File: config.mk
export PLATFORM = sky130hd
export DESIGN_NAME = onewire_bus_responder
export DESIGN_NICKNAME = d
export VERILOG_FILES = /design/src/rtl/onewire_bus_responder.sv
export SDC_FILE = /design/constraint.sdc
export NUM_CORES = 1
export LEC_CHECK = 0
export ABC_AREA = 1
export CAP_MARGIN = 40
export CORE_AREA = 2 2 53 65
export DETAILED_ROUTE_END_ITERATION = 7
export DIE_AREA = 0 0 55 67
export HOLD_SLACK_MARGIN = 0.05
export PLACE_DENSITY = 0.69
export SLEW_MARGIN = 20
export SYNTH_ARGS = -nofsm -noshare
export SYNTH_HDL_FRONTEND = slang
export SYNTH_SLANG_ARGS = --single-unit
File: constraint.sdc
create_clock -name clk -period 1.5 [get_ports clk]
set_input_delay 0.45 -clock clk [delete_from_list [all_inputs] [get_ports clk]]
set_output_delay 0.45 -clock clk [all_outputs]
set_load 0.01 [all_outputs]
File: src/rtl/onewire_bus_responder.sv
// Single-wire serial byte receiver: start/8 data LSB-first/stop framing on an open-drain line.
// Define ONEWIRE_ACK_EN to add an active-low acknowledge pulse after each good frame.
`timescale 1ns/1ps
module onewire_bus_responder #(
   parameter int CLKS_PER_BIT = 16
) (
   input  logic       clk,
   input  logic       rst,
   inout  wire        bus_line,
   output logic [7:0] data_out,
   output logic       data_valid,
   output logic       frame_err,
   output logic       busy
);

   localparam int CW = (CLKS_PER_BIT > 1) ? $clog2(CLKS_PER_BIT) : 1;
   localparam logic [CW-1:0] LAST      = CW'(CLKS_PER_BIT - 1);
   localparam logic [CW-1:0] HALF_LAST = CW'(CLKS_PER_BIT / 2 - 1);

   typedef enum logic [2:0] {
      IDLE,
      START,
      DATA,
      STOP,
`ifdef ONEWIRE_ACK_EN
      ACK,
`endif
      WAIT_IDLE
   } state_t;

   state_t        state_reg, state_next;
   logic [CW-1:0] cnt_reg, cnt_next;
   logic [2:0]    bit_reg, bit_next;
   logic [7:0]    shift_reg, shift_next;
   logic [7:0]    data_reg, data_next;
   logic          valid_reg, valid_next;
   logic          err_reg, err_next;
   logic [1:0]    sync_reg;
   logic          prev_reg;
`ifdef ONEWIRE_ACK_EN
   logic          stop_ok_reg, stop_ok_next;
   logic          drive_reg, drive_next;
`endif

   // Anything that is not a solid 0 (Z or X) counts as the pulled-up idle level.
   logic line_raw;
   logic line_s;
   logic fall;
   assign line_raw = (bus_line !== 1'b0);
   assign line_s   = sync_reg[1];
   // prev_reg resets to 0, so a line held low through reset never looks like an edge.
   assign fall     = prev_reg & ~line_s;

`ifdef ONEWIRE_ACK_EN
   assign bus_line = drive_reg ? 1'b0 : 1'bz;
`else
   assign bus_line = 1'bz;
`endif

   assign data_out   = data_reg;
   assign data_valid = valid_reg;
   assign frame_err  = err_reg;
   assign busy       = (state_reg != IDLE);

   always_ff @(posedge clk or posedge rst) begin
      if (rst) begin
         sync_reg    <= 2'b00;
         prev_reg    <= 1'b0;
         state_reg   <= IDLE;
         cnt_reg     <= '0;
         bit_reg     <= 3'd0;
         shift_reg   <= 8'h00;
         data_reg    <= 8'h00;
         valid_reg   <= 1'b0;
         err_reg     <= 1'b0;
`ifdef ONEWIRE_ACK_EN
         stop_ok_reg <= 1'b0;
         drive_reg   <= 1'b0;
`endif
      end else begin
         sync_reg    <= {sync_reg[0], line_raw};
         prev_reg    <= line_s;
         state_reg   <= state_next;
         cnt_reg     <= cnt_next;
         bit_reg     <= bit_next;
         shift_reg   <= shift_next;
         data_reg    <= data_next;
         valid_reg   <= valid_next;
         err_reg     <= err_next;
`ifdef ONEWIRE_ACK_EN
         stop_ok_reg <= stop_ok_next;
         drive_reg   <= drive_next;
`endif
      end
   end

   always_comb begin
      state_next   = state_reg;
      cnt_next     = cnt_reg;
      bit_next     = bit_reg;
      shift_next   = shift_reg;
      data_next    = data_reg;
      valid_next   = 1'b0;
      err_next     = 1'b0;
`ifdef ONEWIRE_ACK_EN
      stop_ok_next = stop_ok_reg;
      drive_next   = drive_reg;
`endif
      case (state_reg)
         IDLE: begin
            if (fall) begin
               state_next = START;
               cnt_next   = '0;
            end
         end
         START: begin
            if (cnt_reg == HALF_LAST) begin
               cnt_next   = '0;
               bit_next   = 3'd0;
               state_next = line_s ? IDLE : DATA;
            end else begin
               cnt_next = cnt_reg + 1'b1;
            end
         end
         DATA: begin
            if (cnt_reg == LAST) begin
               cnt_next   = '0;
               shift_next = {line_s, shift_reg[7:1]};
               if (bit_reg == 3'd7) state_next = STOP;
               else                 bit_next   = bit_reg + 3'd1;
            end else begin
               cnt_next = cnt_reg + 1'b1;
            end
         end
         STOP: begin
`ifdef ONEWIRE_ACK_EN
            // After a good stop sample, run out the second half of the stop bit before acking.
            if (stop_ok_reg) begin
               if (cnt_reg == HALF_LAST) begin
                  state_next   = ACK;
                  cnt_next     = '0;
                  stop_ok_next = 1'b0;
                  drive_next   = 1'b1;
               end else begin
                  cnt_next = cnt_reg + 1'b1;
               end
            end else
`endif
            if (cnt_reg == LAST) begin
               cnt_next = '0;
               if (line_s) begin
                  data_next  = shift_reg;
                  valid_next = 1'b1;
`ifdef ONEWIRE_ACK_EN
                  stop_ok_next = 1'b1;
`else
                  state_next = WAIT_IDLE;
`endif
               end else begin
                  err_next   = 1'b1;
                  state_next = WAIT_IDLE;
               end
            end else begin
               cnt_next = cnt_reg + 1'b1;
            end
         end
`ifdef ONEWIRE_ACK_EN
         ACK: begin
            if (cnt_reg == LAST) begin
               cnt_next   = '0;
               drive_next = 1'b0;
               state_next = WAIT_IDLE;
            end else begin
               cnt_next = cnt_reg + 1'b1;
            end
         end
`endif
         WAIT_IDLE: begin
            if (!line_s) begin
               cnt_next = '0;
            end else if (cnt_reg == LAST) begin
               cnt_next   = '0;
               state_next = IDLE;
            end else begin
               cnt_next = cnt_reg + 1'b1;
            end
         end
         default: begin
            state_next = IDLE;
            cnt_next   = '0;
         end
      endcase
   end

endmodule

==> impl_metrics.env, run 1 <==
# source this file to load flow results
export IMPL_status="finished, violations left"
export IMPL_violations="setup timing"
export IMPL_async_flop_share_pct=100
export IMPL_ys_sh_adder_pct=2.54
export IMPL_netlist_area_sq_um=1480
export IMPL_path_cells="nor2_2, nand2_1, clkbuf_2"
export IMPL_cts_setup_buffers=1
export IMPL_flop_count=31
export IMPL_grt_pass1_wl_microns=4920
export IMPL_setup_viol=1
export IMPL_cts_root_buf="clkbuf_4"
export IMPL_min_path_cells=0
export IMPL_logic_gates=105
export IMPL_ys_seq_share_pct=52.5
export IMPL_reg2reg_to="data_out[3]$_DFFE_PP0P_"
export IMPL_grtUsageMet3_pct=6.05
export IMPL_hold_violations=0
export IMPL_insertedDiodeCount=0
export IMPL_switchingPower_uw=1130
export IMPL_m1WireLength_microns=1210
export IMPL_clockNetworkAreaShare_pct=3.72
export IMPL_cp_endpoint="busy"
export IMPL_seqPwrFrac_pct=39.6
export IMPL_rsz0062_at_grt="true"
export IMPL_cp_start_kind="flip-flop"
export IMPL_drive_above_1_share_pct=26.4
export IMPL_fin_ws_ps=-46.8
export IMPL_ys_sh_mux_pct=0
export IMPL_timing_critical_path_buf_inv=1
export IMPL_biggestCellCategory="sequential cells"
export IMPL_syn_nets=169
export IMPL_inv_count=25
export IMPL_startpoint="state_reg[0]$_DFFE_PP0P_"
export IMPL_cts_tree="yes"
export IMPL_clock_fmax_mhz=646
export IMPL_grt_remaining_overflow=0
export IMPL_critPathMaxFanout=2
export IMPL_cellPowerDensity_nw_per_um2=1580
export IMPL_crit_family="flip-flops"
-- run 1: placed cells by master (no fill, tap or decap), types with 5 or more instances in the layout --
| cell | netlist | routed |
|---|---|---|
| nand2_1 | 44 | 42 |
| dfrtp_1 | 31 | 31 |
| inv_1 | 22 | 21 |
| buf_4 | 1 | 13 |
| o21ai_0 | 12 | 12 |
| o21ai_2 | 8 | 8 |
| nor2_1 | 11 | 8 |
| nand3_1 | 7 | 7 |
| dlygate4sd2_1 | 0 | 7 |
| clkbuf_4 | 0 | 5 |
-- run 1: metrics by stage --
stage	worst slack [ps]	instance area [sq um]	util, %
after floorplan	169	1480	-
after global placement	16.4	1690	55.7
final	-46.8	1850	61.0
after CTS	-210	1760	58.1
after detailed placement	-7.49	1690	55.7
after global routing	-104	1850	61.0
Run 1, clock nets:
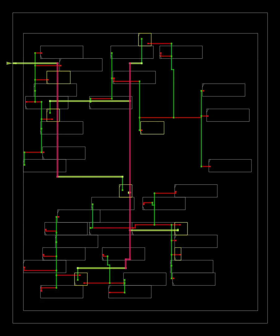
Late-Pin Clk Latency: 340 ps
clk pwr: 558 uW
# clk buffers: 8

Run 1, metal layers overlaid:
Drawn at 4 px/micron.
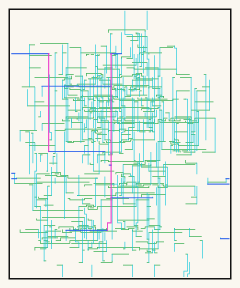
Magenta marks M4, wire length 69.6 microns. Cyan marks M2, wire length 1430 microns. Blue marks M3, wire length 73.8 microns. Green marks M1, wire length 1210 microns.
Routed WL: 2780 microns
Routed WL per cell: 11.9 microns
Total Routing Usage GR: 19.3%
Via Count: 1141

Run 1, cell density map:
Drawn at 6 px/micron. The die is cut into 6 by 7 equal tiles; black is low, pale yellow is high, 0 to 100% covered.
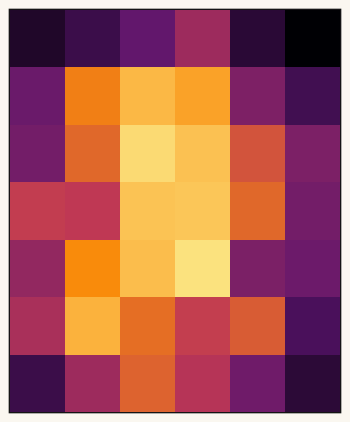
The fullest tile reaches 94%. 21% of the tiles are over 75% full. The emptiest ninth of the die: upper right. 2.4% of the tiles are nearly empty. The densest ninth of the die: centre.
Placeable Area: 3030 sq um
Initial Util: 48.8%
final core utilization: 61.0%

Run 1, pin map:
Drawn at 6 px/micron. Pins as bars across the die edge, other pins in grey.
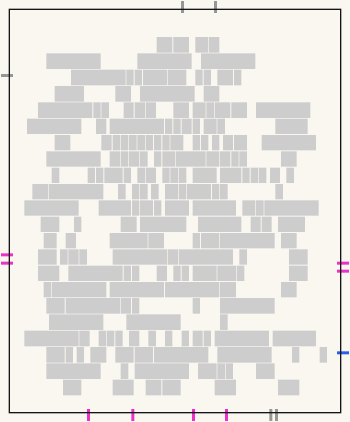
Blue marks bus_line, pins 1, direction inout, edge right. Magenta marks data_out, pins 8, direction output, edge 4 bottom, 2 right, 2 left.
All pins by edge: 6 bottom, 3 right, 3 left, 2 top.
Die Wd: 55 microns
# port buffers: 12

Run 1, placed cells, one colour a class:
Drawn at 4 px/micron.
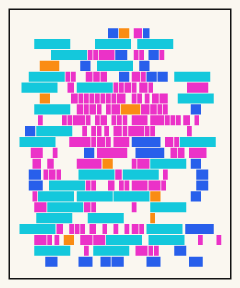

==> inputs of run 2 (changes only) <==
- SKIP_LAST_GASP: default -> 1
- clock period: 1.5 -> 1.7 ns (I/O delays scaled with it)
Run 2, placed cells, one colour a class:
Drawn at 4 px/micron.
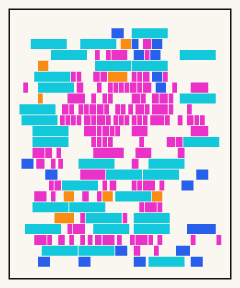
Magenta marks remaining logic cells, cells 130, share of their area 40%. Cyan marks registers, cells 31, share of their area 46%. Orange marks clock drivers and dummy loads, cells 8, share of their area 4.1%. Blue marks remaining buffers and delay cells, cells 18, share of their area 9.5%.
final core utilization: 56.9%
post-route design area: 1720 sq um
flop share of the area: 45.0%
number of cell rows: 22

==> run 2 against run 1 <==
The flow now finishes without violations. Utilization shrank 4.1 points. Clock skew shrank 7.3 ps. Global-route usage shrank 0.88 points. Register-to-register slack gained 120 ps. Highest routed layer unchanged.
==> impl_metrics.env, run 2 <==
# source this file to load flow results
export IMPL_cellPowerDensity_nw_per_um2=1400
export IMPL_reg2reg_to="data_out[1]$_DFFE_PP0P_"
export IMPL_inv_count=25
export IMPL_cts_root_buf="clkbuf_4"
export IMPL_final_cell_mix="44 x nand2_1, 31 x dfrtp_1, 22 x inv_1"
export IMPL_fp_util_pct=48.8
export IMPL_biggestCellCategory="sequential cells"
export IMPL_port_buffers=12
export IMPL_layout_top_cell="nand2_1"
export IMPL_die_x_microns=55
export IMPL_ys_seq_share_pct=52.5
export IMPL_logic_gates=105
export IMPL_rsz0062_at_grt="false"
export IMPL_status="completed"
export IMPL_wirelength_microns=2530
export IMPL_place_area_sq_um=1670
export IMPL_grt_use_total_pct=18.4
export IMPL_timing_critical_path_buf_inv=1
export IMPL_clockNetworkAreaShare_pct=3.99
export IMPL_cts_tree="yes"
export IMPL_clock_fmax_mhz=642
export IMPL_hold_violations=0
export IMPL_critPathMaxFanout=2
export IMPL_grt_remaining_overflow=0
export IMPL_cp_start_kind="flip-flop"
export IMPL_crit_family="flip-flops"
export IMPL_cp_endpoint="busy"
export IMPL_syn_nets=169
export IMPL_vias=1081
export IMPL_async_flop_share_pct=100
export IMPL_grtUsageMet3_pct=6.28
export IMPL_path_cells="nor2_2, nand2_1, clkbuf_2"
export IMPL_min_path_cells=0
export IMPL_core_area_sq_um=3030
run 2: netlist changes by cell type in the layout (fill, tap and decap cells not counted), sizes merged:
cell	before	now
buf	16	6
clkdlybuf4s15	3	0
dlygate4sd2	7	10
run 2: stage by stage:
step | worst slack, ps | total power, uW
after floorplan | 369 | 1690
after global placement | 152 | 1910
after detailed placement | 141 | 1960
after CTS | -39.5 | 2440
after global routing | 1.83 | 2630
final | 141 | 2410
run 2: report_power, final:
part	leakage (uW)	internal (uW)	total (uW)	switching, uW
combinational	0.000446	349	905	556
sequential	0.000407	886	1020	134
clock	0.0000386	243	483	240
run 2: cells by family after synthesis:
family	share of synthesized area (%)
and+or+nand+nor	26.0
DFF	52.5
buffers and inverters	8.38
AOI/OAI and AO/OA	9.48
adders and majority gates	2.54
other	0.508
xor gates and xnor gates	0.593
No activity file was given, so power comes from the tool's default toggle rates.
